### config.mk
export PLATFORM = sky130hd
export DESIGN_NAME = encoder16x4_scan
export DESIGN_NICKNAME = d
export VERILOG_FILES = /design/src/rtl/enc_pkg.sv /design/src/rtl/lsb_find16.sv /design/src/rtl/encoder16x4_scan.sv
export SDC_FILE = /design/constraint.sdc
export NUM_CORES = 1
export LEC_CHECK = 0
export CAP_MARGIN = 25
export CORE_AREA = 4 4 64 66
export DETAILED_ROUTE_END_ITERATION = 12
export DIE_AREA = 0 0 68 70
export PLACE_DENSITY = 0.79
export SETUP_SLACK_MARGIN = 0.15
export SLEW_MARGIN = 20
export SYNTH_ARGS = -nofsm -noshare
export SYNTH_HDL_FRONTEND = slang
export SYNTH_SLANG_ARGS = --single-unit
### constraint.sdc
create_clock -name clk -period 5.8 [get_ports clk]
set_input_delay 1.16 -clock clk [delete_from_list [all_inputs] [get_ports clk]]
set_output_delay 1.16 -clock clk [all_outputs]
set_load 0.05 [all_outputs]
### src/rtl/enc_pkg.sv
// Shared sizes and state encoding for the 16-to-4 scanning encoder.
package enc_pkg;

    localparam int N_IN  = 16;
    localparam int IDX_W = 4;

    typedef enum logic [1:0] {
        IDLE  = 2'd0,
        SCAN  = 2'd1,
        EMPTY = 2'd2
    } state_e;

endpackage

### src/rtl/lsb_find16.sv
// Combinational lowest-set-bit finder over an ascending 16-bit vector.
// Index 0 is the lowest index. idx is numeric, with idx[0] as its MSB.
module lsb_find16
    import enc_pkg::*;
(
    input  logic [0:N_IN-1]  vec,
    output logic [0:IDX_W-1] idx,
    output logic             any,
    output logic             single
);

    // Priority scan from the top down so that the lowest set index wins.
    always_comb begin
        idx    = '0;
        any    = |vec;
        single = ($countones(vec) == 1);
        for (int i = N_IN - 1; i >= 0; i--) begin
            if (vec[i]) begin
                idx = IDX_W'(i);
            end
        end
    end

endmodule

### src/rtl/encoder16x4_scan.sv
// Sequential 16-to-4 encoder. It emits the index of every set bit of an
// accepted word, lowest first, with one beat per cycle.
//
// state | meaning
// IDLE  | no word held; accepting when en=1
// SCAN  | pending holds the unsent bits; beat = lowest pending index
// EMPTY | presenting the single beat for an all-zero word
module encoder16x4_scan
    import enc_pkg::*;
#(
    parameter bit EMPTY_BEAT = 1'b1
) (
    input  logic             clk,
    input  logic             rst_n,
    input  logic             en,
    input  logic             in_valid,
    output logic             in_ready,
    input  logic [0:N_IN-1]  in,
    output logic             out_valid,
    input  logic             out_ready,
    output logic [0:IDX_W-1] out,
    output logic             out_last,
    output logic             out_none
);

    state_e            state_q, state_d;
    logic [0:N_IN-1]   pending_q, pending_d;
    logic [0:IDX_W-1]  low_idx;
    logic              pend_any;
    logic              pend_single;

    lsb_find16 u_find (
        .vec    (pending_q),
        .idx    (low_idx),
        .any    (pend_any),
        .single (pend_single)
    );

    // Beat outputs decode only from registered state and pending bits.
    // The empty marker is the EMPTY state itself, so no separate flag register is kept.
    always_comb begin
        out_valid = 1'b0;
        out       = '0;
        out_last  = 1'b0;
        out_none  = 1'b0;
        case (state_q)
            SCAN: begin
                out_valid = pend_any;
                out       = low_idx;
                out_last  = pend_single;
            end
            EMPTY: begin
                out_valid = 1'b1;
                out_last  = 1'b1;
                out_none  = 1'b1;
            end
            default: ;
        endcase
    end

    // Ready is the only path from an input to an output. A last-beat handshake lets the next word in with no bubble.
    always_comb begin
        in_ready = en && ((state_q == IDLE) || (out_valid && out_last && out_ready));
    end

    // Next-state logic: retire the current beat first, then any accepted word overrides state and pending.
    always_comb begin
        state_d   = state_q;
        pending_d = pending_q;
        case (state_q)
            SCAN: begin
                if (out_ready) begin
                    pending_d[low_idx] = 1'b0;
                    if (pend_single) begin
                        state_d = IDLE;
                    end
                end
            end
            EMPTY: begin
                if (out_ready) begin
                    state_d = IDLE;
                end
            end
            default: ;
        endcase
        if (in_valid && in_ready) begin
            if (in != '0) begin
                pending_d = in;
                state_d   = SCAN;
            end else if (EMPTY_BEAT) begin
                state_d   = EMPTY;
            end else begin
                state_d   = IDLE;
            end
        end
    end

    // State and pending registers with asynchronous reset.
    always_ff @(posedge clk or negedge rst_n) begin
        if (!rst_n) begin
            state_q   <= IDLE;
            pending_q <= '0;
        end else begin
            state_q   <= state_d;
            pending_q <= pending_d;
        end
    end

endmodule

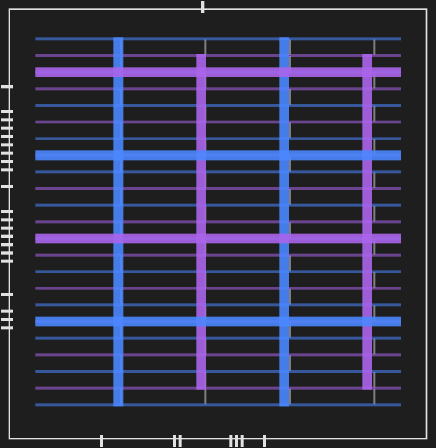
Fig. 1. Supply network.
Pins as bars on the die edge. Tap cells in grey.
[VSS] blue
[VDD] purple
met4 straps: 4
rows: 22
met5 straps: 4
tap cells: 48
signal pins: 29

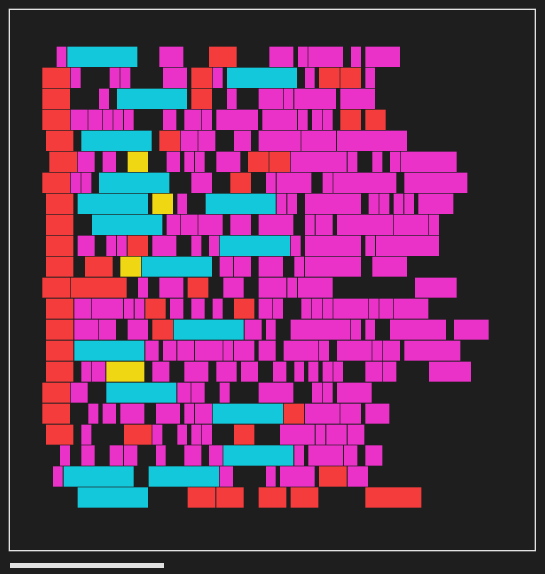
Fig. 2. Cell classes on the final placement.
The bar under the picture is 20 um long.
[all other logic] magenta | cells: 195 | share of their area: 61%
[flip-flops] cyan | cells: 18 | share of their area: 19%
[clock drivers and dummy loads] yellow | cells: 4 | share of their area: 1.6%
[other buffers and delay cells] red | cells: 45 | share of their area: 18%

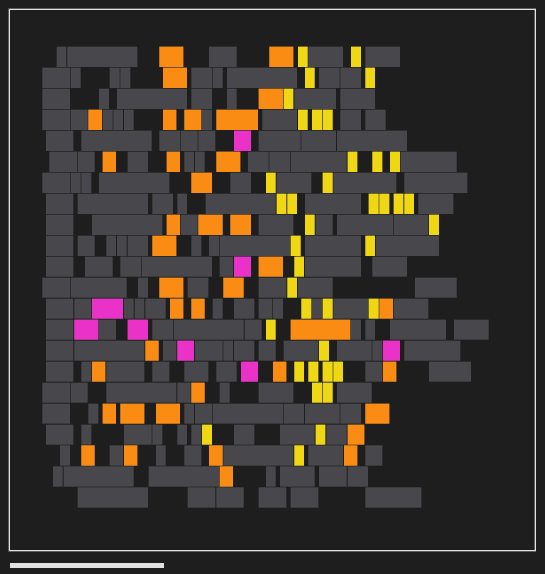
Fig. 3. Selected gate families.
The bar under the picture is 20 um long.
[AND and OR gates] magenta | cells: 8
[inverting AOI/OAI gates] orange | cells: 38 | most used: o21ai_0
[inverters] yellow | cells: 39 | most used: inv_1
logic share of the area: 0.532
Non-Filler Instances: 310

==> flow_summary.ini <==
; yosys + openroad results
[status]
outcome = complete, but fails checks
violations = negative setup slack

[die]
num_rows = 22
fp.coreArea_um2 = 3580
io_pins = 29
chipArea_um2 = 4760
initial_utilization = 0.524

[min_path]
hold_start = state_q[0]
hold_path.class = reg -> reg
whs_path_depth = 2
min_to = state_q[0]

[logic_synthesis]
simple_gate_share = 0.197
ys_sh_adder = 0.291
seq_area_frac_synth = 0.240
top_logic_kind = adder cells
yosysWarnings = 0
yosysTopAreaCellShare = 0.240
synth_top_cell_by_area = dfrtp_1
yosys-stat-cells = 218
ys_area_um2 = 1880
synth_cells = 218
xor_share = 0
async_flop_share = 1.00
mux_area_frac = 0
syn_area_um2 = 1880
fp_nets = 276
synthAoiAreaFrac = 0.171

[sta]
fin_crit_ns = 5.87
fin_skew_ns = 0.00267
worst_pin_slew_ns = 0.846
fin_ws_ns = -0.0739
tns_ns = -0.0739
setup_viol_count_final = 1

[routing]
vias = 1744
avgViaCountPerCell = 5.63

[setup_path]
slowest_delay_ns = 0.54
cp-startpoint = pending_q[15]
reg2regPathDepth = 18
worstPathMaxFanout = 4
cp-end-kind = output pin

[clock_network]
clkLatencyLatePin_ns = 0.29
cts_sinks = 18
cts_tree = done
cts.reportedPaths.clkPinSlew_ns = 0.11

[grt]
grt_use_met2 = 0.351

[finish]
fin_nets = 321
area_growth_pct = 27.6

[placement]
gp_congestion = 0.875
logic make-up after synthesis:
group | after synthesis
flip-flops | 18
AND/OR/NAND/NOR | 74
AND-OR/OR-AND | 45
adder cells (fa/ha/maj) | 37
buffers and inverters | 44
final cells by class:
cell class | count | area, um2
clock buffer | 4 | 36.3
fill | 294 | 1180
inverter | 39 | 146
multi-input combinational | 156 | 1270
sequential | 18 | 450
tap | 48 | 60.1
timing repair buffer | 45 | 428
layer usage:
layer,part of all wire,up-vias
met4,0.022,0
met3,0.055,12
met5,0,-
met1,0.43,821
met2,0.49,68
li1,-,843
cell usage after synthesis, types with 2 or more instances:
| cell | count |
|---|---|
| and3_1 | 2 |
| o21a_1 | 3 |
| o311ai_0 | 3 |
| inv_1 | 39 |
| dfrtp_1 | 18 |
| nand3_1 | 2 |
| o31ai_1 | 3 |
| nor3_1 | 3 |
| nor4_1 | 7 |
| a21oi_1 | 6 |
| a31oi_1 | 2 |
| ha_1 | 26 |
| o21ai_0 | 7 |
| nand2_1 | 33 |
| or2_1 | 2 |
| nor2b_1 | 3 |
| fa_1 | 11 |
| buf_6 | 3 |
| o311ai_1 | 5 |
| nor2_1 | 9 |
| o21ai_1 | 6 |
| nand4_1 | 5 |
layout by cell type (no fill, tap or decap), types with 2 or more instances in the layout:
cell,instances
inv_1,33
o21ai_1,6
nor3_1,3
nor2b_1,3
o21ai_0,7
nand3_1,2
nor4_1,7
o311ai_0,3
nand4_1,5
a31oi_1,2
o311ai_1,5
a21oi_1,6
clkbuf_4,3
ha_2,3
dfrtp_1,18
nand2_1,33
buf_12,2
fa_1,8
clkdlybuf4s50_1,26
and3_1,2
nor2_1,9
or2_1,2
buf_4,17
o21a_1,3
fa_2,3
inv_2,6
o31ai_1,3
ha_1,22
state kept, by name, indices dropped and copies added, names as in the netlist:
| register | flops |
|---|---|
| pending_q | 16 |
| state_q | 2 |
worst max-delay path, delay by kind of cell (launching register included):
family	cells	cell delay, ns
adders and majority gates	7	2.77
and+or+nand+nor	3	0.63
DFF	1	0.43
AOI/OAI and AO/OA	1	0.30
buffers and inverters	4	0.29
metrics by stage:
stage	hold WS, ns	std cells	utilization	setup slack, ns	cell area, um2
3_5_place_dp	0.547	299	0.634	-0.0131	2270
5_1_grt	0.596	310	0.669	-0.218	2390
3_3_place_gp	0.540	299	0.634	0.0559	2270
2_1_floorplan	0.505	218	-	0.275	1880
4_1_cts	0.570	307	0.659	-0.0477	2360
6_report	0.563	310	0.669	-0.0739	2390
repair_timing:
| item | CTS | global route |
|---|---|---|
| pin swaps | 13 | 11 |
| setup endpoints to repair | 2 | 2 |
| resized | 12 | 3 |
| gates cloned | 0 | 0 |
| buffers inserted | 4 | 3 |
